Fig. 1: run 1, wiring by layer
Drawn at 3 px/um. Two of the layers only.
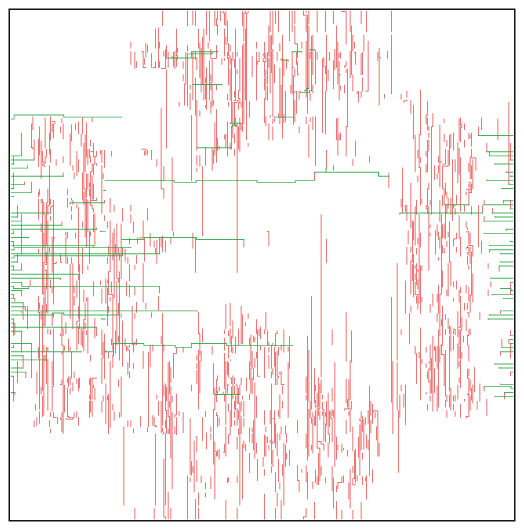
Fig. 2: run 1, port wiring
Drawn at 1.5 px/um.
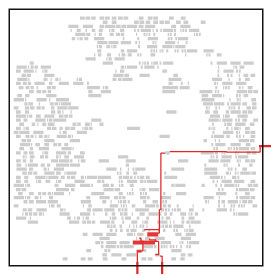
Fig. 3: run 1, drive-strength map
Drawn at 3 px/um.
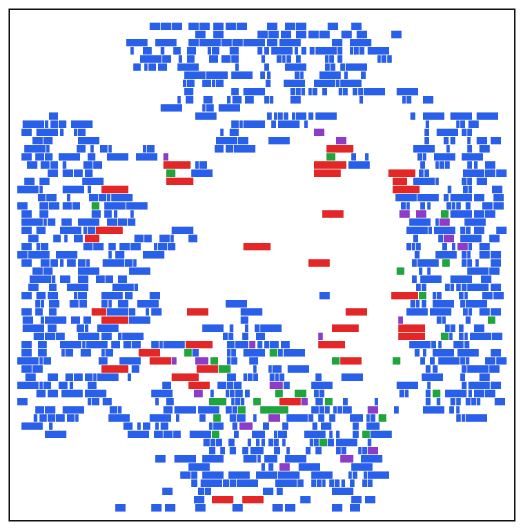
File: config.mk
export PLATFORM = sky130hd
export DESIGN_NAME = ldpc_pin_bridge
export DESIGN_NICKNAME = d
export VERILOG_FILES = /design/src/rtl/ldpc_pin_pkg.sv /design/src/rtl/ldpc_pin_sync.sv /design/src/rtl/ldpc_pin_bridge.sv
export SDC_FILE = /design/constraint.sdc
export NUM_CORES = 1
export LEC_CHECK = 0
export ABC_CLOCK_PERIOD_IN_PS = 2300
export CAP_MARGIN = 30
export CORE_AREA = 2 2 166 168
export DETAILED_ROUTE_END_ITERATION = 8
export DIE_AREA = 0 0 168 170
export SLEW_MARGIN = 10
export SYNTH_ARGS = -nofsm -noshare
export SYNTH_HDL_FRONTEND = slang
export SYNTH_SLANG_ARGS = --single-unit
File: constraint.sdc
create_clock -name wb_clk_i -period 2.3 [get_ports wb_clk_i]
set_input_delay 0.46 -clock wb_clk_i [delete_from_list [all_inputs] [get_ports wb_clk_i]]
set_output_delay 0.46 -clock wb_clk_i [all_outputs]
set_load 0.05 [all_outputs]
File: src/rtl/ldpc_pin_pkg.sv
// Shared types for the LDPC pad bridge.
// - cmd_t   : pad command field sel[14:13]
// - state_t : bridge FSM states
// - ERR_*   : bit positions in the sticky error vector
package ldpc_pin_pkg;

    typedef enum logic [1:0] {
        CMD_SHIFT_IN  = 2'b00,
        CMD_COMMIT    = 2'b01,
        CMD_SHIFT_OUT = 2'b10,
        CMD_ABORT     = 2'b11
    } cmd_t;

    typedef enum logic [1:0] {
        ST_FILL  = 2'b00,
        ST_OFFER = 2'b01,
        ST_WAIT  = 2'b10,
        ST_DRAIN = 2'b11
    } state_t;

    localparam int unsigned ERR_OVF   = 0;
    localparam int unsigned ERR_EARLY = 1;
    localparam int unsigned ERR_UNDF  = 2;

endpackage

File: src/rtl/ldpc_pin_sync.sv
// Pad-input synchroniser with rising-edge detect on the command strobe.
// Optional feature macro: LDPC_PIN_DEGLITCH_EN (strobe must hold a new level for three
// consecutive synchronised cycles before it is recognised).
// Ports:
// - clk_i, rst_i        : clock, synchronous active-high reset
// - strobe_i            : raw pad strobe
// - cmd_i, data_i, mode_i : raw pad command, serial bit, mode
// - strobe_pulse_o      : one-cycle pulse on a recognised rising strobe edge
// - cmd_o, data_o, mode_o : synchronised values, aligned with strobe_pulse_o
module ldpc_pin_sync #(
    parameter int unsigned SYNC_STAGES = 2  // must be at least 2
) (
    input  logic       clk_i,
    input  logic       rst_i,
    input  logic       strobe_i,
    input  logic [1:0] cmd_i,
    input  logic       data_i,
    input  logic       mode_i,
    output logic       strobe_pulse_o,
    output logic [1:0] cmd_o,
    output logic       data_o,
    output logic       mode_o
);

    // All pad bits share one chain so command and data stay aligned with the strobe.
    logic [SYNC_STAGES-1:0][4:0] sync_q;
    logic [4:0]                  sync_last;
    logic                        strobe_s;

    always_ff @(posedge clk_i) begin
        if (rst_i) begin
            sync_q <= '0;
        end else begin
            sync_q[0] <= {strobe_i, cmd_i, data_i, mode_i};
            for (int i = 1; i < SYNC_STAGES; i++) begin
                sync_q[i] <= sync_q[i-1];
            end
        end
    end

    assign sync_last = sync_q[SYNC_STAGES-1];
    assign strobe_s  = sync_last[4];
    assign cmd_o     = sync_last[3:2];
    assign data_o    = sync_last[1];
    assign mode_o    = sync_last[0];

`ifdef LDPC_PIN_DEGLITCH_EN
    // level_q is the filtered strobe; it only flips after three equal samples in a row.
    logic [1:0] hist_q;
    logic       level_q;
    logic       hi3;
    logic       lo3;

    assign hi3 = strobe_s & hist_q[0] & hist_q[1];
    assign lo3 = ~(strobe_s | hist_q[0] | hist_q[1]);

    always_ff @(posedge clk_i) begin
        if (rst_i) begin
            hist_q  <= '0;
            level_q <= 1'b0;
        end else begin
            hist_q <= {hist_q[0], strobe_s};
            if (hi3) begin
                level_q <= 1'b1;
            end else if (lo3) begin
                level_q <= 1'b0;
            end
        end
    end

    assign strobe_pulse_o = hi3 & ~level_q;
`else
    logic prev_q;

    always_ff @(posedge clk_i) begin
        if (rst_i) begin
            prev_q <= 1'b0;
        end else begin
            prev_q <= strobe_s;
        end
    end

    assign strobe_pulse_o = strobe_s & ~prev_q;
`endif

endmodule

File: src/rtl/ldpc_pin_bridge.sv
// Pad-side front end for the LDPC codec: deserialises pad bits into a frame, offers it to the
// codec over valid/ready, accepts the result and serialises it back out on pin_data_o.
// Optional feature macro: LDPC_PIN_DEGLITCH_EN (passed through to ldpc_pin_sync).
// Ports:
// - wb_clk_i, wb_rst_i       : clock, synchronous active-high reset
// - pin_mode_i, pin_data_i   : pad mode (1 = encode) and serial input bit
// - pin_sel_i                : pad [15] strobe, [14:13] command, [12:0] unused
// - pin_data_o               : serial output bit (MSB of result buffer while draining)
// - in_data_o/in_mode_o/in_valid_o/in_ready_i : frame handshake to the codec
// - out_data_i/out_valid_i/out_ready_o        : result handshake from the codec
// - err_o                    : sticky [0] overflow, [1] early commit, [2] underflow
module ldpc_pin_bridge
    import ldpc_pin_pkg::*;
#(
    parameter int unsigned IN_W        = 64,
    parameter int unsigned OUT_W       = 64,
    parameter int unsigned SYNC_STAGES = 2
) (
    input  logic             wb_clk_i,
    input  logic             wb_rst_i,
    input  logic             pin_mode_i,
    input  logic             pin_data_i,
    input  logic [15:0]      pin_sel_i,
    output logic             pin_data_o,
    output logic [IN_W-1:0]  in_data_o,
    output logic             in_mode_o,
    output logic             in_valid_o,
    input  logic             in_ready_i,
    input  logic [OUT_W-1:0] out_data_i,
    input  logic             out_valid_i,
    output logic             out_ready_o,
    output logic [2:0]       err_o
);

    localparam int unsigned FCNT_W = $clog2(IN_W + 1);
    localparam int unsigned DCNT_W = $clog2(OUT_W + 1);
    localparam logic [FCNT_W-1:0] FCNT_FULL = FCNT_W'(IN_W);
    localparam logic [DCNT_W-1:0] DCNT_LAST = DCNT_W'(OUT_W - 1);

    logic        strobe_pulse;
    logic [1:0]  cmd_raw;
    cmd_t        cmd;
    logic        sdata;
    logic        smode;
    logic        unused_sel;

    state_t             state_q;
    logic [FCNT_W-1:0]  fcnt_q;
    logic [DCNT_W-1:0]  dcnt_q;
    logic [IN_W-1:0]    ibuf_q;
    logic [OUT_W-1:0]   obuf_q;
    logic               mode_q;
    logic [2:0]         err_q;

    assign unused_sel = ^pin_sel_i[12:0];

    ldpc_pin_sync #(
        .SYNC_STAGES (SYNC_STAGES)
    ) u_sync (
        .clk_i          (wb_clk_i),
        .rst_i          (wb_rst_i),
        .strobe_i       (pin_sel_i[15]),
        .cmd_i          (pin_sel_i[14:13]),
        .data_i         (pin_data_i),
        .mode_i         (pin_mode_i),
        .strobe_pulse_o (strobe_pulse),
        .cmd_o          (cmd_raw),
        .data_o         (sdata),
        .mode_o         (smode)
    );

    assign cmd = cmd_t'(cmd_raw);

    always_ff @(posedge wb_clk_i) begin
        if (wb_rst_i) begin
            state_q <= ST_FILL;
            fcnt_q  <= '0;
            dcnt_q  <= '0;
            ibuf_q  <= '0;
            obuf_q  <= '0;
            mode_q  <= 1'b0;
            err_q   <= '0;
        end else begin
            unique case (state_q)
                ST_FILL: begin
                    if (strobe_pulse) begin
                        unique case (cmd)
                            CMD_SHIFT_IN: begin
                                if (fcnt_q == FCNT_FULL) begin
                                    err_q[ERR_OVF] <= 1'b1;
                                end else begin
                                    ibuf_q <= {ibuf_q[IN_W-2:0], sdata};
                                    fcnt_q <= fcnt_q + 1'b1;
                                end
                            end
                            CMD_COMMIT: begin
                                if (fcnt_q == FCNT_FULL) begin
                                    mode_q  <= smode;
                                    state_q <= ST_OFFER;
                                end else begin
                                    err_q[ERR_EARLY] <= 1'b1;
                                end
                            end
                            CMD_SHIFT_OUT: err_q[ERR_UNDF] <= 1'b1;
                            CMD_ABORT: begin
                                fcnt_q <= '0;
                                ibuf_q <= '0;
                                obuf_q <= '0;
                            end
                        endcase
                    end
                end
                // Valid is never withdrawn once raised, so the pad is ignored here.
                ST_OFFER: begin
                    if (in_ready_i) begin
                        state_q <= ST_WAIT;
                    end
                end
                // An abort in the same cycle as a result consumes and drops that result.
                ST_WAIT: begin
                    if (strobe_pulse && cmd == CMD_ABORT) begin
                        fcnt_q  <= '0;
                        ibuf_q  <= '0;
                        obuf_q  <= '0;
                        state_q <= ST_FILL;
                    end else if (out_valid_i) begin
                        obuf_q  <= out_data_i;
                        dcnt_q  <= '0;
                        state_q <= ST_DRAIN;
                    end
                end
                ST_DRAIN: begin
                    if (strobe_pulse && cmd == CMD_ABORT) begin
                        fcnt_q  <= '0;
                        ibuf_q  <= '0;
                        obuf_q  <= '0;
                        state_q <= ST_FILL;
                    end else if (strobe_pulse && cmd == CMD_SHIFT_OUT) begin
                        obuf_q <= obuf_q << 1;
                        dcnt_q <= dcnt_q + 1'b1;
                        if (dcnt_q == DCNT_LAST) begin
                            fcnt_q  <= '0;
                            ibuf_q  <= '0;
                            state_q <= ST_FILL;
                        end
                    end
                end
            endcase
        end
    end

    assign in_data_o   = ibuf_q;
    assign in_mode_o   = mode_q;
    assign in_valid_o  = (state_q == ST_OFFER);
    assign out_ready_o = (state_q == ST_WAIT);
    assign pin_data_o  = (state_q == ST_DRAIN) & obuf_q[OUT_W-1];
    assign err_o       = err_q;

endmodule

==> notes.md, run 1 <==
Summary of implementation figures.

Run status
The flow ran to the end, and the final reports show no timing, DRC or antenna violations.

Floorplan
The chip width is about 170 um. In the floorplan report the effective utilization is approximately 25%. 157 I/O pins were placed. The standard cell core area is ~27,000 um^2. The chip area is between 20,000 and 30,000 um^2. According to the tapcell log, the count of inserted taps is ~340. The die is 170 um tall.

Critical path
The type of the worst setup path is reg -> out. The number of buffers and inverters on the critical path is 1. The timing report gives the biggest stage delay along the critical path as just under 0.9 ns. For reference, the critical path cell chain is clkdlybuf4s50_1. The startpoint kind of the worst setup timing path is a register. STA classifies the critical path endpoint as an output pin. In this run the number of cells on the critical path is 1. Of all nets on the critical path, the largest fanout is 2. The data required time reported for the critical path is ~1.8 ns. The worst register-to-register path depth is 6. The standard cell with the maximum stage delay on the critical path is clkdlybuf4s50_1.

STA puts the critical path data arrival time at roughly 1.7 ns.

Route
In the routed layout, each cell is associated on average with a via count of between 4 and 5. The count of nets left with antenna violations once routing finished came out at 0. The iteration tally of the first detailed-router pass is 5.

The remaining routing DRC violations is 0. The violation count after the first detailed-route iteration is between 300 and 400.

Layout
The net count reported at finish is about 970. For this run, combinational gates with multiple inputs come to 520. The layout buffering overhead excluding clock cells is between 10% and 20%.

In the finished layout, the clock tree contains a buffer count of 20. Sequential cells make up 34.99% of the cell area. The count of inserted antenna diode cells is 0. The number of fill cells is between 2k and 3k. The multi-input combinational area share is 34.17%. The largest contributor to cell area by class is registers. Per the layout area report, the register area comes to 3183 um^2. Non-clock inverters in the final layout number 6. The layout report lists the multi-input gate area as approximately 3100 um^2. Clock tree buffers and inverters occupy just over 6% of the routed design's cell area.

Placed design
Once detailed placement completed, the half-perimeter wirelength came to 10,950 um. The cell count after placement is around 1.2k. Buffers placed on the I/O ports in this run total 143.

Logic synthesis
The gate count of the mapped netlist is ~760. Yosys printed 0 warnings. For this run, the chip area from Yosys synthesis comes to ~6600 um^2. The commonest register cell is dfxtp_1. Of all flip-flops after synthesis, the portion carrying an async set or reset was 0%. After synthesis, the mean cell area works out to a little under 9 um^2. In this run, synthesis inferred 0 flip-flops with an integrated enable. The register bit total from synthesis is between 150 and 200. Before any placement, the netlist area is recorded as ~6600 um^2.

The number of nets in the synthesized netlist is 851. The synthesized netlist contains ~44 unique library cells. The yosys stat cell total is roughly 760.

CTS
The total of cells resized after clock tree synthesis is 0. The clock reaches the later pin of the worst-skew pair after approximately 0.42 ns. In the CTS report, the clock slew at the register clock pins of the worst setup and hold paths is listed as 0.07 ns.

Per the repair_timing log after CTS, setup buffers inserted total 0. The number of clock sinks is around 160. The level count of the clock H-tree is 4.

The worst-case clock buffer depth is 2. The root buffer cell is clkbuf_16. The TritonCTS clock tree is done. Counting the buffers created by CTS gives 17.

The hold-fix buffer count after cts is 0.

Timing
The max-slew violation total from the final report is 0. The transition time of the tightest slew-check pin is about 0.83 ns. The worst clock skew is between 0.01 and 0.015 ns. The post-route worst hold slack is between 0.3 and 0.4 ns.

The worst path in the final design needs a cycle of 2.146 ns, including I/O delays and setup. Per the timing report, the achievable frequency comes out to ~470 MHz. The worst slew margin relative to its limit is 44.64%. The final timing summary puts the cycle share of the worst path at just over 90%. After routing, the total negative slack on setup checks comes to 0 ns. The number of setup violations in the final report is 0.

In the final report, the number of hold violations comes to 0. Setup repair after global routing left no endpoint under its margin.

GRT
The number of antenna violations at the first check in global routing is 1. Entering global routing, the biggest net connects just over 70 pins. The first-pass GRT wire length is ~28,000 um.

The via count of the first global-routing pass was roughly 5.5k.

Power and ir drop
The design draws around 5.8 mW. Summed over all cells, the static leakage comes to approximately 3 nW. The net switching component of the power is 1.300 mW. The power density over the cells is about 630 nW/um^2.

The internal portion of the total power is ~4.5 mW. The share of total power consumed by net switching is between 20% and 30%. The power share of the combinational group is 4.7%. Per report_power, the sequential group accounts for between 40% and 50% of the total. The clock power share is around 47%.

Hold path
Along the worst hold path, the cell count comes to 2. The class of the most critical hold timing path is in -> reg.

Job
The OpenROAD warning count is 43. The total of max-cap violations is 0.
About Fig. 1:
| color | layer | wire length |
|---|---|---|
| green | met3 | 1,170 um |
| red | met2 | 7,900 um |
GRT Overall Usage: 12.19%
total vias in the final route: 5,897
average wire length per cell after detail routing: 14.42 um
total wire length: 17,700 um

About Fig. 2:
| color | port | bits | direction | end cells | wire |
|---|---|---|---|---|---|
| red | `err_o` | 3 | output | 3 | 187 um |

About Fig. 3:
| color | size | cells |
|---|---|---|
| green | drive 3 to 4 | 28 |
| red | drive 6 and up | 34 |
| blue | drive 1 or less | 802 |
| purple | drive 2 | 22 |
final cell area excluding filler cells: 9096 um^2
least setup slack across all paths after layout: 0.1544 ns
non-clock buffer count in the final layout: 171
area delta synth->final: 37.92%

[run 1: Yosys cell counts, types with 2 or more instances]
library cell	n	area, um^2
clkbuf_1	49	183.9
nand2_1	74	277.8
and2_1	2	12.51
or2_2	2	12.51
a22oi_1	64	480.5
nor3_1	7	35.03
nand3_2	9	90.09
or4b_1	2	20.02
dfxtp_1	159	3183
buf_1	7	26.28
nand3_1	64	320.3
a22o_1	63	551.8
nand4b_1	2	17.52
a21oi_1	79	395.4
a31oi_1	4	25.02
nor2_1	81	304.0
nand2b_1	4	25.02
nor4_1	2	12.51
a311oi_1	4	35.03
ha_1	7	87.58
inv_1	6	22.52
buf_2	14	70.07
buf_6	3	33.78
nor2b_1	16	100.1
and3_1	4	25.02
o21ai_0	9	45.04
or4_1	2	15.01
nand3b_1	3	22.52
[run 1: final timing paths]
path                               to             start  slack, ns
setup reg to reg        in_data_o[53]         fcnt_q[2]       0.15
hold reg to reg   u_sync.sync_last[0]  u_sync.sync_q[0]       0.43
hold / removal           in_data_o[4]          wb_rst_i       0.37
setup / recovery             err_o[1]          err_o[1]       0.15
[run 1: stage by stage]
step | worst slack (ns) | area, um^2 | utilization, %
floorplan | 0.2007 | 6595 | -
CTS | 0.1040 | 9071 | 34.04
global route | 0.01226 | 9096 | 34.13
finish | 0.1544 | 9096 | 34.13
global placement | 0.1305 | 8514 | 31.95
detailed placement | 0.1215 | 8514 | 31.95
[run 1: cell families (layout without fill, tap and decap cells)]
family,Yosys count,count (layout),synth area share (%)
mux,1,1,0.1518
compound gates,232,232,24.78
flops,159,159,48.26
simple gates,280,280,20.38
fa+ha+maj,7,7,1.328
buf+inv,79,207,5.104
[run 1: placed cells by master, fill, tap and decap left out, drive strengths merged, types with 2 or more instances in the layout]
cell / instances
a21oi: 79
a311oi: 4
nor2: 81
or2: 3
a22oi: 64
nor4: 3
clkbuf: 21
nand3: 73
nor2b: 16
nor3: 7
clkinvlp: 3
or4: 2
nand3b: 3
clkdlybuf4s50: 139
or4b: 2
inv: 6
nand2b: 4
o21ai: 9
and2: 2
and3: 4
nand2: 74
dfxtp: 159
buf: 31
nand4b: 2
a31oi: 4
a22o: 63
clkinv: 6
ha: 7
[run 1: power groups by stage]
stage | clock, mW | combinational [mW] | sequential (mW)
floorplan | 0 | 0.0982 | 2.83
global placement | 0 | 0.270 | 2.83
detailed placement | 0 | 0.267 | 2.83
CTS | 2.83 | 0.268 | 2.77
global route | 2.94 | 0.293 | 2.77
finish | 2.73 | 0.271 | 2.77
[run 1: state kept, by name, indices dropped and copies added, names as in the netlist]
name and count:
in_data_o 64, obuf_q 64, dcnt_q 7, fcnt_q 7
u_sync.sync_last 5, u_sync.sync_q 5, err_o 3, state_q 2
in_mode_o 1, u_sync.prev_q 1
[run 1: layer usage]
metal  GRT usage [%]  up-vias  part of all wire [%]
li1                -     2955                     -
met1           15.84     2789                    48
met2           19.28      144                    45
met3           4.465        9                   6.6
met4           2.836        0                  0.64
met5               0        -                     0
==> run 2: changes to the inputs <==
--- a/config.mk
+++ b/config.mk
@@ -7,10 +7,11 @@
 export LEC_CHECK = 0
 export ABC_CLOCK_PERIOD_IN_PS = 2300
 export CAP_MARGIN = 30
-export CORE_AREA = 2 2 166 168
+export CORE_AREA = 2 2 164 166
 export DETAILED_ROUTE_END_ITERATION = 8
-export DIE_AREA = 0 0 168 170
+export DIE_AREA = 0 0 166 168
 export SLEW_MARGIN = 10
 export SYNTH_ARGS = -nofsm -noshare
 export SYNTH_HDL_FRONTEND = slang
+export SYNTH_HIERARCHICAL = 1
 export SYNTH_SLANG_ARGS = --single-unit
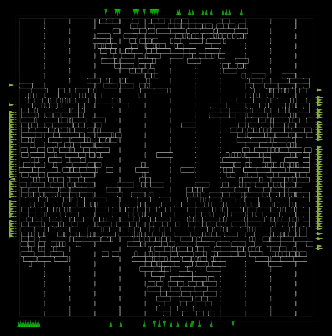
Fig. 4. Cell placement (run 2).
Core Area: 26,350 um^2
well tap count: 341
Post-Route Utilization: 34.82%

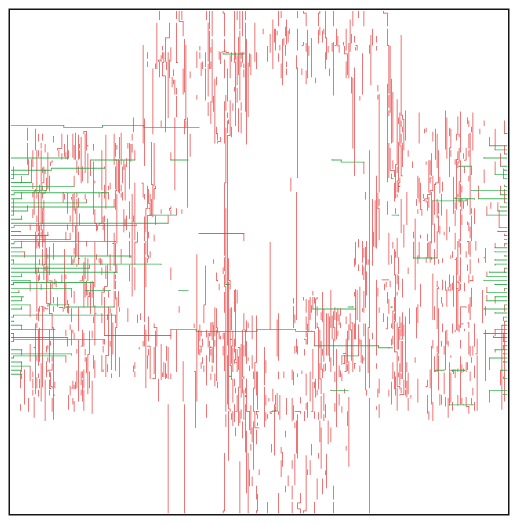
Fig. 5. Wiring by layer (run 2).
Drawn at 3 px/um. Two of the layers only.
| color | layer | wire length |
|---|---|---|
| green | met3 | 1,290 um |
| red | met2 | 7,950 um |
total wire length: 17,880 um
total vias in the final route: 5,970

==> notes.md, run 2 <==
Summary of implementation figures.

Run status
The run finished with clean final reports.

Power and ir drop
The power density over the cells is between 700 and 800 nW/um^2. The net switching component of the power is between 1.5 and 2 mW. The leakage power total is 3.076 nW. The cell internal power dissipation is a little under 5 mW.

The switching portion of total power comes to 25.89%. Registers are responsible for approximately 44% of the overall power. The power share of the combinational group is a little over an eighth.

Route
For this run, design rule violations remaining after detail routing come to 0. The first TritonRoute pass finished after 4 iterations. The detailed router finished its first iteration with approximately 450 violations.

Critical path
The data arrival time reported for the critical path is 2.51 ns. Per STA, the highest per-stage delay on the worst path measures around 0.49 ns. The startpoint kind of the worst setup timing path is a register. The required time at the worst endpoint is listed as around 2.7 ns. Walking the worst path, the cells encountered are inv_1, ha_1, or4b_1, o21ai_2, o211ai_4, or4_1, a21oi_1. For reference, the most critical setup path is categorized as reg -> reg.

The largest fanout on the critical path is 5. The standard cell with the maximum stage delay on the critical path is or4_1. The worst setup path is captured at a register.

Logic synthesis
The main flop type is dfxtp_1. The share of cell area taken by muxes after synthesis is less than 1%. The post-synthesis share of cell area spent on full adders, half adders and majority gates is around 1.4%. The cell accounting for the most synthesized area is dfxtp_1.

Yosys mapped the design onto 49 distinct sky130hd cell types. The share of the synthesized area in the top cell type is about half. After synthesis, the mean cell area works out to 8.524 um^2. The gate count of the mapped netlist is between 700 and 800. By count the netlist is led by 159 x dfxtp_1, 85 x nor2_1, 82 x nand2_1.

After synthesis, the largest family of logic cells by area is simple AND/OR/NAND/NOR gates. For this run, the chip area from Yosys synthesis comes to 6470 um^2. The count of flip-flops with a built-in enable after synthesis is 0. The synthesis stat section lists a flop and latch total of 159. The most frequent cell after synthesis is dfxtp_1. The number of warnings reported in the yosys synthesis log is 6. The main area contributors are dfxtp_1 49%, a221oi_1 8.5%, a21oi_1 5.5%. Per the synth stats, the proportion of register bits with asynchronous set or reset is 0%.

Hold path
According to the hold report, the worst path is of the in -> reg type.

CTS
The clock reaches the later pin of the worst-skew pair after 0.43 ns. Looking at the clock tree report, the maximum root-to-sink buffer count equals 2. TritonCTS built the clock tree. In this run the clock root is driven by a clkbuf_16.

The clock net in this run drives a total of 159 sinks. Per the post-CTS timing run, clock transition at the registers of the reported paths is 0.06 ns.

Placed design
Detailed placement ended at an HPWL of 11,450 um. Detailed placement reports a standard cell area of 8528 um^2. The number of I/O port buffers is 143.

Layout
From synthesis to final layout, the design area changed by 41.81%. The total non-filler cell area in the finished layout is approximately 9200 um^2. The top cell types in the final layout, fill and taps aside, are 158 x dfxtp_1, 139 x clkdlybuf4s50_1, 84 x nor2_1.

The number of antenna diodes in the final layout is 0.

Timing
The slew check shows that the tightest pin keeps a relative margin of 60.23%. The final timing report lists a hold violation count of 0. The worst path needs ~2.2 ns of the cycle, external delays included. The number of setup violations in the final report is 0. The transition time of the tightest slew-check pin is roughly 0.6 ns.

The timing-limited maximum frequency is 462.6 MHz. Setup repair after global routing left no endpoint under its margin. The total negative slack is 0 ns.

GRT
Entering global routing, the biggest net connects 66 pins. Global routing used approximately an eighth of the available tracks across all layers. The via count of the first global-routing pass was around 5.6k. The number of antenna violations at the first check in global routing came to 2.

Floorplan
The number of ports placed on the die boundary is between 150 and 200. Per the OpenROAD floorplan log, the area of the die is roughly 28,000 um^2. Per the OpenROAD floorplan log, the width of the die is roughly 170 um. The die boundary height is 168 um. The core utilization at floorplan is between 20% and 30%.

Job
In this run the maximum-capacitance check reported violations numbering 0.
## run 2: netlist changes by cell type after synthesis, moves of 5 or more
cell      before  now
a22o_1        63    0
a21oi_2        0    8
a22oi_1       64    1
nor2b_2        0    8
a21oi_1       79   71
a221oi_1       0   63
nor2b_1       16    2
nand3_1       64   69
nor3_1         7   64
nand2_1       74   82
## run 2: worst max-delay path: cells and delay by family, from the launching register on
family          cells  cell delay, ns
compound gates      3            0.41
flops               1            0.37
fa+ha+maj           1            0.27
simple gates        2            0.97
buf+inv             1            0.08
## run 2: per-stage QoR
step,setup WS [ns],instances,hold slack (ns),utilization (%)
after floorplan,0.1950,759,0.4148,-
after global placement,0.07216,1210,0.4255,32.36
after detailed placement,0.02748,1210,0.4290,32.36
after CTS,0.09384,1242,0.4074,34.61
after global routing,0.01291,1244,0.4108,34.82
final,0.1381,1244,0.4120,34.82
## run 2: final timing paths
| check | start | end | slack [ns] | cells past startpoint |
|---|---|---|---|---|
| min reg2reg | u_sync/sync_last[0] | in_mode_o | 0.44 | 2 |
| max | u_sync/sync_last[3] | fcnt_q[5] | 0.14 | 7 |
| min | wb_rst_i | u_sync/sync_q[3] | 0.41 | 2 |
| max reg2reg | u_sync/sync_last[3] | fcnt_q[5] | 0.14 | 7 |
## run 2: logic make-up after synthesis
| kind of cell | Yosys count |
|---|---|
| flip-flops | 159 |
| AND/OR/NAND/NOR | 342 |
| multiplexers | 1 |
| AND-OR/OR-AND | 164 |
| buffers and inverters | 82 |
| adder cells (fa/ha/maj) | 7 |
| XOR/XNOR | 4 |
## run 2: final cells by class
cell class              instances  area [um^2]  area share, %
clock buffers                  21        460.4          5.018
flip-flops and latches        159         3184          34.71
well taps                     341        426.7          4.650
inverters                       8        30.03         0.3273
clock inverters                11        130.1          1.418
multi-input cells             518         2974          32.42
repair buffers                186         1969          21.46
## run 2: power groups by stage
| stage | Sequential, mW | Combinational, mW | Clock (mW) |
|---|---|---|---|
| 2_1_floorplan | 2.95 | 0.490 | 0 |
| 3_3_place_gp | 2.97 | 0.860 | 0 |
| 3_5_place_dp | 2.97 | 0.868 | 0 |
| 4_1_cts | 2.91 | 0.872 | 2.94 |
| 5_1_grt | 2.92 | 0.964 | 3.07 |
| 6_report | 2.91 | 0.878 | 2.85 |
## run 2: repair_timing
item                       CTS  global route
resized                      0             5
hold buffers                 0             0
buffers inserted             0             1
setup endpoints to repair    0            64
## run 2: routing by layer
metal | vias up | GRT usage, % | wire [um]
met3 | 13 | 4.772 | 1286
met1 | 2834 | 16.05 | 8435
met4 | 0 | 3.327 | 206
li1 | 2963 | - | -
met2 | 160 | 19.38 | 7953
met5 | - | 0 | 0
==> run 3: changes to the inputs <==
--- a/config.mk
+++ b/config.mk
@@ -10,6 +10,7 @@
 export CORE_AREA = 2 2 164 166
 export DETAILED_ROUTE_END_ITERATION = 8
 export DIE_AREA = 0 0 166 168
+export GPL_TIMING_DRIVEN = 0
 export SLEW_MARGIN = 10
 export SYNTH_ARGS = -nofsm -noshare
 export SYNTH_HDL_FRONTEND = slang
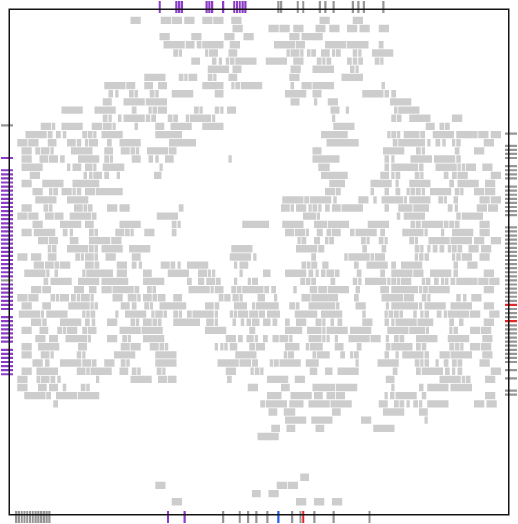
Fig. 6. I/O pins on the die edge (run 3).
Drawn at 3 px/um. Pins as bars across the die edge, other pins in gray.
| color | port | pins | direction | edge |
|---|---|---|---|---|
| purple | `out_data_i` | 64 | input | 49 west, 13 north, 2 south |
| red | `err_o` | 3 | output | 2 east, 1 south |
| blue | `wb_rst_i` | 1 | input | south |
height of the chip: 168 um
number of buffers added on ports: 143
Die Width: 166 um

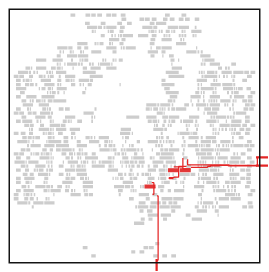
Fig. 7. Port wiring (run 3).
Drawn at 1.5 px/um.
| color | port | bits | direction | end cells | wire |
|---|---|---|---|---|---|
| red | `err_o` | 3 | output | 3 | 200 um |
number of top-level pins: 157

==> notes.md, run 3 <==
Summary of implementation figures.

Critical path
In the setup report, the worst path falls into the class reg -> reg. The delay of the slowest critical-path stage is 0.50 ns. Data on the critical path arrives at its endpoint at 2.53 ns. The standard cell with the maximum stage delay on the critical path is or4b_4. The largest fanout on the critical path is 8. The count of buffer and inverter cells on the critical path is 4. The kind of cell adding the most delay to the critical path is simple AND/OR/NAND/NOR gates. Data on the critical path is required at its endpoint by ~2.7 ns. STA classifies the critical path startpoint as a register.

The cell sequence reported for the critical path is buf_4, inv_1, ha_1, or4b_4, o21ai_4, o211a_1, buf_12, clkbuf_16, nand4b_1, a21oi_1. The endpoint class of the critical path is a register.

Route
Summing over every cut layer, the via total after detailed routing is between 6k and 7k. The violation count after the first detailed-route iteration is ~500. The routed layout reports a DRC error count of 0. For this block, the routed nets add up to approximately 19,000 um of wire. Per the detail_route report, routed wire per instance is between 10 and 15 um. The tally of nets with antenna violations remaining after routing is 0.

The iteration tally of the first detailed-router pass is 5. The via count normalized by instance count is 4.768.

Floorplan
In this run the full chip footprint comes out at 27,890 um^2. According to the floorplan log, the row count is 60. The core utilization at floorplan is ~25%. The standard cell core area is approximately 26,000 um^2.

GRT
Overall routing resource usage recorded by global route was 13.01%. The met1 global-route usage is 17.22%. The peak-usage layer in the global routing report is met2. Recorded from the global router log, the overflow total was 0.

The via count of the first global-routing pass is 5,712. The met3 track demand over resource in global routing is roughly 4.7%. The number of antenna violations at the first check in global routing is 0.

The largest net degree at the start of global routing is 20. The met2 track demand over resource is approximately a fifth. The first-pass GRT wire length is 29,700 um.

Timing
The worst slew margin relative to its limit is ~55%. For the final routed database, the setup TNS stands at 0 ns. The final timing report lists a hold violation count of 0.

The transition time recorded at the tightest slew-check pin is approximately 0.68 ns. The final timing report counts setup violations totalling 0. The worst clock skew is between 0.01 and 0.015 ns.

The timing-limited maximum frequency is between 400 and 500 MHz. The max-slew violation total from the final report is 0. The shortest clock period the worst path allows after layout is 2.187 ns. OpenROAD reports that the post-layout worst path occupies between 90% and 100% of the period. Setup repair after global routing could not meet its margin everywhere.

Layout
Leaving out fill and tap cells, the most frequent cell in the layout is dfxtp_1. Between the synthesized netlist and the finished layout, the area growth was recorded as 40.11%. In the final layout, the fill cell count is 2,708. The net count reported at finish is slightly above 1k. Leaving out fill and tap cells, the most frequent cells in the layout are 158 x dfxtp_1, 140 x clkdlybuf4s50_1, 85 x nor2_1. The ratio of cells with drive above 1 in the final layout is 12.33%. The repair_antennas step left the layout with diodes totalling 0.

Logic synthesis
After synthesis, the most frequently instantiated cells are 159 x dfxtp_1, 85 x nor2_1, 82 x nand2_1. The number of warnings reported in the yosys synthesis log is 6. By area the synthesized netlist is led by dfxtp_1 49%, a221oi_1 8.5%, a21oi_1 5.5%.

The register bit total from synthesis is between 150 and 200. The cell area after synthesis is roughly 6500 um^2. For this design, Yosys synthesis ends with a cell count of 759. The share of the synthesized area in the top cell type is a little under 50%. The main flop type is dfxtp_1.

The average footprint of a synthesized cell is ~8.5 um^2. The count of flip-flops with a built-in enable after synthesis is 0. The chip area from the yosys synthesis statistics is about 6500 um^2. The number of nets in the synthesized netlist is ~850.

The most frequently used library cell after synthesis is dfxtp_1. Of the synthesized area, sequential elements account for between 40% and 50%. The cell count after synthesis came out at roughly 760.

The cell accounting for the most synthesized area is dfxtp_1. After synthesis, the share of flip-flops with an asynchronous set or reset is 0%. After synthesis, the netlist uses 49 different library cells.

Job
The total of max-cap violations is 0. The number of warnings reported in the stage logs is ~45.

Power and ir drop
The clock power share is 42.5%. The leakage component of the power was reported as 3.021 nW. Overall power consumption after layout is estimated at roughly 6.5 mW. The script computed a power per unit cell area of between 700 and 800 nW/um^2. The power share of the combinational group is between 10 and 15%. Net switching is between 20% and 30% of the power. For this design the total switching power over the nets is roughly 1.7 mW.

Per the power-grid run, VDD falls by no more than roughly 0.0004 V. Cell internal power was estimated by the tool at 4.744 mW. Per report_power, the sequential group accounts for 44.8% of the total.

CTS
The clock-pin slew of the registers on the worst-case setup and hold paths is about 0.070 ns. The post-CTS hold buffer count recorded in the log is 0. The clock drives roughly 160 sinks.

The TritonCTS buffer count is 17. After clock tree synthesis, the setup repair step added 0 buffers. The clock latency on the worst-skew pair is approximately 0.42 ns. Per the CTS log, the maximum H-tree level is 4. The cell sitting at the root of the clock tree is a clkbuf_16. No sink is reached through more buffers than the 2 on the longest clock path. The TritonCTS clock tree is done.

Placed design
Detailed placement ended at an HPWL of approximately 13,000 um. The final weighted congestion in routability-driven placement is around 0.77.

Run status
The run finished with clean final reports.

Hold path
The class of the most critical hold timing path is reg -> reg.
-- run 3: worst paths after layout --
check,cells after the start,start,slack (ns),to
worst max-delay path,10,u_sync/sync_last[2],0.11,fcnt_q[2]
worst min-delay path,2,u_sync/sync_last[0],0.44,in_mode_o
worst max register to register,10,u_sync/sync_last[2],0.11,fcnt_q[2]
worst min register to register,2,u_sync/sync_last[0],0.44,in_mode_o
-- run 3: cells by family after synthesis --
kind of cell / synth area share (%)
mux: 0.1547
xor+xnor: 0.5414
buf+inv: 5.647
compound gates: 17.68
fa+ha+maj: 1.354
flops: 49.20
simple gates: 25.43
-- run 3: per-stage QoR --
step	hold WS (ns)	cells	cell area (um^2)	setup WS (ns)	utilization, %
final	0.4403	1274	9065	0.1132	34.40
after global routing	0.4589	1274	9065	-0.006313	34.40
after CTS	0.4479	1274	8916	-0.03942	33.84
after detailed placement	0.4283	1244	8335	-0.7350	31.63
after global placement	0.4301	1243	8328	-0.7447	31.60
after floorplan	0.4148	759	6470	0.1950	-
-- run 3: area by class of cell --
cell class	instances	area (um^2)	area share, %
Sequential cell	159	3184	35.13
Multi-Input combinational cell	518	2983	32.91
Timing Repair Buffer	146	1464	16.15
Clock buffer	21	460.4	5.079
Tap cell	341	426.7	4.707
Buffer	71	412.9	4.555
Clock inverter	10	103.9	1.146
Inverter	8	30.03	0.3313
-- run 3: metal layers --
layer,vias to the layer above,wire (um)
li1,3036,-
met1,2862,8659
met2,165,8344
met3,12,1379
met4,0,161
met5,-,0
-- run 3: worst register-to-register path, delay by kind of cell, from the launching register on --
kind	cells	cell delay [ns]
flops	1	0.31
buf+inv	4	0.49
fa+ha+maj	1	0.29
simple gates	2	0.60
compound gates	3	0.43
-- run 3: power by group through the flow --
| stage | Combinational [mW] | Clock (mW) | Sequential, mW |
|---|---|---|---|
| floorplan | 0.490 | 0 | 2.95 |
| global placement | 0.780 | 0 | 2.96 |
| detailed placement | 0.784 | 0 | 2.96 |
| CTS | 0.787 | 2.82 | 2.90 |
| global route | 0.915 | 2.94 | 2.91 |
| finish | 0.822 | 2.75 | 2.90 |
-- run 3: repair_timing --
action	CTS	global route
gates resized	19	51
gates cloned	0	2
endpoints found under the setup margin	130	138
pin swaps	0	23
Power figures rest on the tool's default switching activity, not on a simulated workload.
